Design if_id_skid_stage, sky130hd; sources not shown.
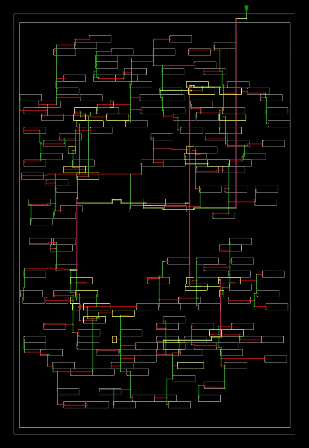
(images/final_clocks.png)
P_clk: 1.06 mW
total CTS buffers: 17
Clock Sinks: 146
clk ins delay skew pair: 0.42 ns
registers: 146

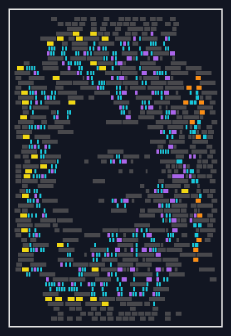
(images/gate_families.png)
- NAND gates: cyan (cells 310; where widely spread)
- inverting AOI/OAI gates: purple (cells 104; where widely spread)
- XOR/XNOR gates: orange (cells 13)
- multiplexers: yellow (cells 33)
commonest non-fill, non-tap cell in the layout: nand2_1
Comb area share: 0.301
Finished Layout Cells: 1,123

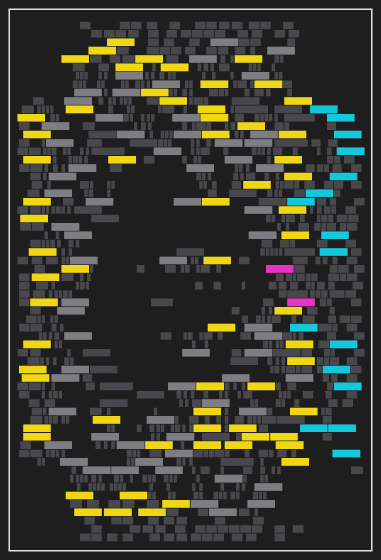
(images/registers.png)
Other sequential cells in the stronger grey, the rest of the logic in the fainter grey.
- occupancy: magenta (placed flops 2)
- bubble_cnt: cyan (placed flops 16)
- main_q: yellow (placed flops 64; where widely spread)
- not coloured: 64
Sequential Power: 1.04 mW
total area of sequential cells: 3650 um2

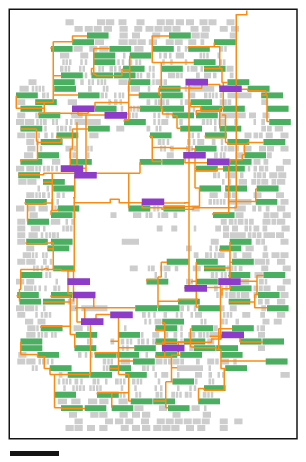
(images/clock_map.png)
Scale bar: 20 um.
- clock wires: orange (length 1,990 um)
- cells driving clock nets: purple (count 17)
- flip-flops: green (count 146)
- routed clock nets: 18
Clk pwr share: 0.376

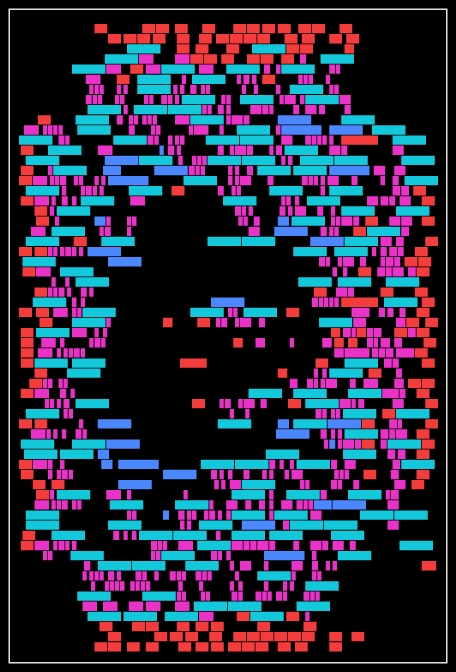
(images/cell_classes.png)
- all other logic: magenta (cells 524)
- clock drivers and dummy loads: blue (cells 32)
- flip-flops: cyan (cells 146)
- other buffers and delay cells: red (cells 163)
row cnt: 62
core area: 19,000 um2
Seq area share: 0.405
cell area after layout: 9010 um2

==> out/results.ini <==
[floorplanning]
taps = 256
die_y_um = 175
chip_area_um2 = 20500
boundaryPins = 154

[yosys]
synth-adder-area-share = 0.00191
ys_async_sr_fraction = 1.00
yosys.area.top_type_share = 0.557
area_leaders = dfrtp_1, nand2_1, mux2_2, a21oi_1, a311oi_1
synth_seq_share = 0.557
logic_family = simple AND/OR/NAND/NOR gates
synthXorXnorAreaFrac = 0.0174
synthMuxAreaShare = 0.0567
ys_sh_aoi = 0.100
syn_area_um2 = 6560
ys_top_cells_by_count = nand2_1, dfrtp_1, a21oi_1, clkbuf_1, nor3_1
top_cell = nand2_1
ys.flop_type = dfrtp_1

[sta]
slew_violations = 0
finalCritPeriodShare = 0.611
hold_viol_final = 0
fin_ws_ns = 2.60
period_needed_ns = 4.10
worst_pin_slew_ns = 0.782
final.setup.tns_ns = 0

[place]
port_buffers = 153
post-dp-hpwl_mm = 11.2
place_area_um2 = 8350

[route]
wirelength_mm = 17.6
detail_route.wl_per_cell_um = 15.7
detail-route-antenna-nets = 0
viasPerCell = 4.97
first_pass_iters = 5

[pwr]
intPower_mw = 1.92
vdd_ir_drop_max_v = 0.000182
switching_share = 0.319
p_leak_nw = 3.83
total_power_mw = 2.82
p_comb_mw = 0.719
seq_power_share = 0.368
power_frac_comb = 0.255
power_density_nw_per_um2 = 313

[clock_network]
clockBufferDepth = 2
htree_levels = 4
clockRootBuffer = clkbuf_16
post_cts_buffers = 0
cts_resized = 0
clk_pin_slew_ns = 0.06
cts_hold_buf = 0

[hold_path]
hold_class = flip-flop to flip-flop

[grt]
grt_pass1_vias = 5619
grt_pass1_wl_mm = 28.8
antenna_found_initial = 2
grt_max_degree = 80

[worst_setup_path]
critPathCaptureType = output pin
critPathBufInv = 3
setup.worst_path.start_class = flip-flop
cp.depth = 4
crit_required_ns = 5.49
criticalPathCategory = flip-flop to output pin
regToRegSetupSlack_ns = 3.18
critPathSlowestCell = clkdlybuf4s50_1
critPathTopFamily = buffers and inverters
path_cells = nor2b_4 -> buf_4 -> inv_2 -> clkdlybuf4s50_1

[status]
status = finished, final reports clean

[final_layout]
final_cell_mix = nand2_1, clkdlybuf4s50_1, dfrtp_1, a21oi_1, nor3_1
area_delta_synth_final_pct = 37.4
num-nonclk-inverters = 2
buffers = 163
final_nets = 923
mi_logic_area_um2 = 2710
logic_gate_count = 522
antenna_cells = 2
nClkBuffers = 20

[flow_run]
drv_cap = 0
tool_warnings = 25

-- per-layer routing --
layer	track usage	share of wire	vias to the layer above
li1	-	-	2690
met1	0.210	0.39	2737
met2	0.318	0.55	137
met3	0.0399	0.044	16
met4	0.0765	0.017	0
met5	-	0	-
-- worst reg2reg max path, delay by kind of cell, from the launching register on --
| kind | cells | cell delay [ns] |
|---|---|---|
| buffers and inverters | 4 | 1.77 |
| flip-flops | 1 | 0.52 |
| multiplexers | 1 | 0.41 |
| AND/OR/NAND/NOR | 2 | 0.31 |
| AND-OR/OR-AND | 1 | 0.19 |
-- per-stage QoR --
stage	instances	hold WS (ns)
6_report	1123	0.306
5_1_grt	1123	0.326
4_1_cts	1121	0.314
3_5_place_dp	1089	0.294
3_3_place_gp	1086	0.288
2_1_floorplan	670	0.296
No activity file was given, so power comes from the tool's default toggle rates.
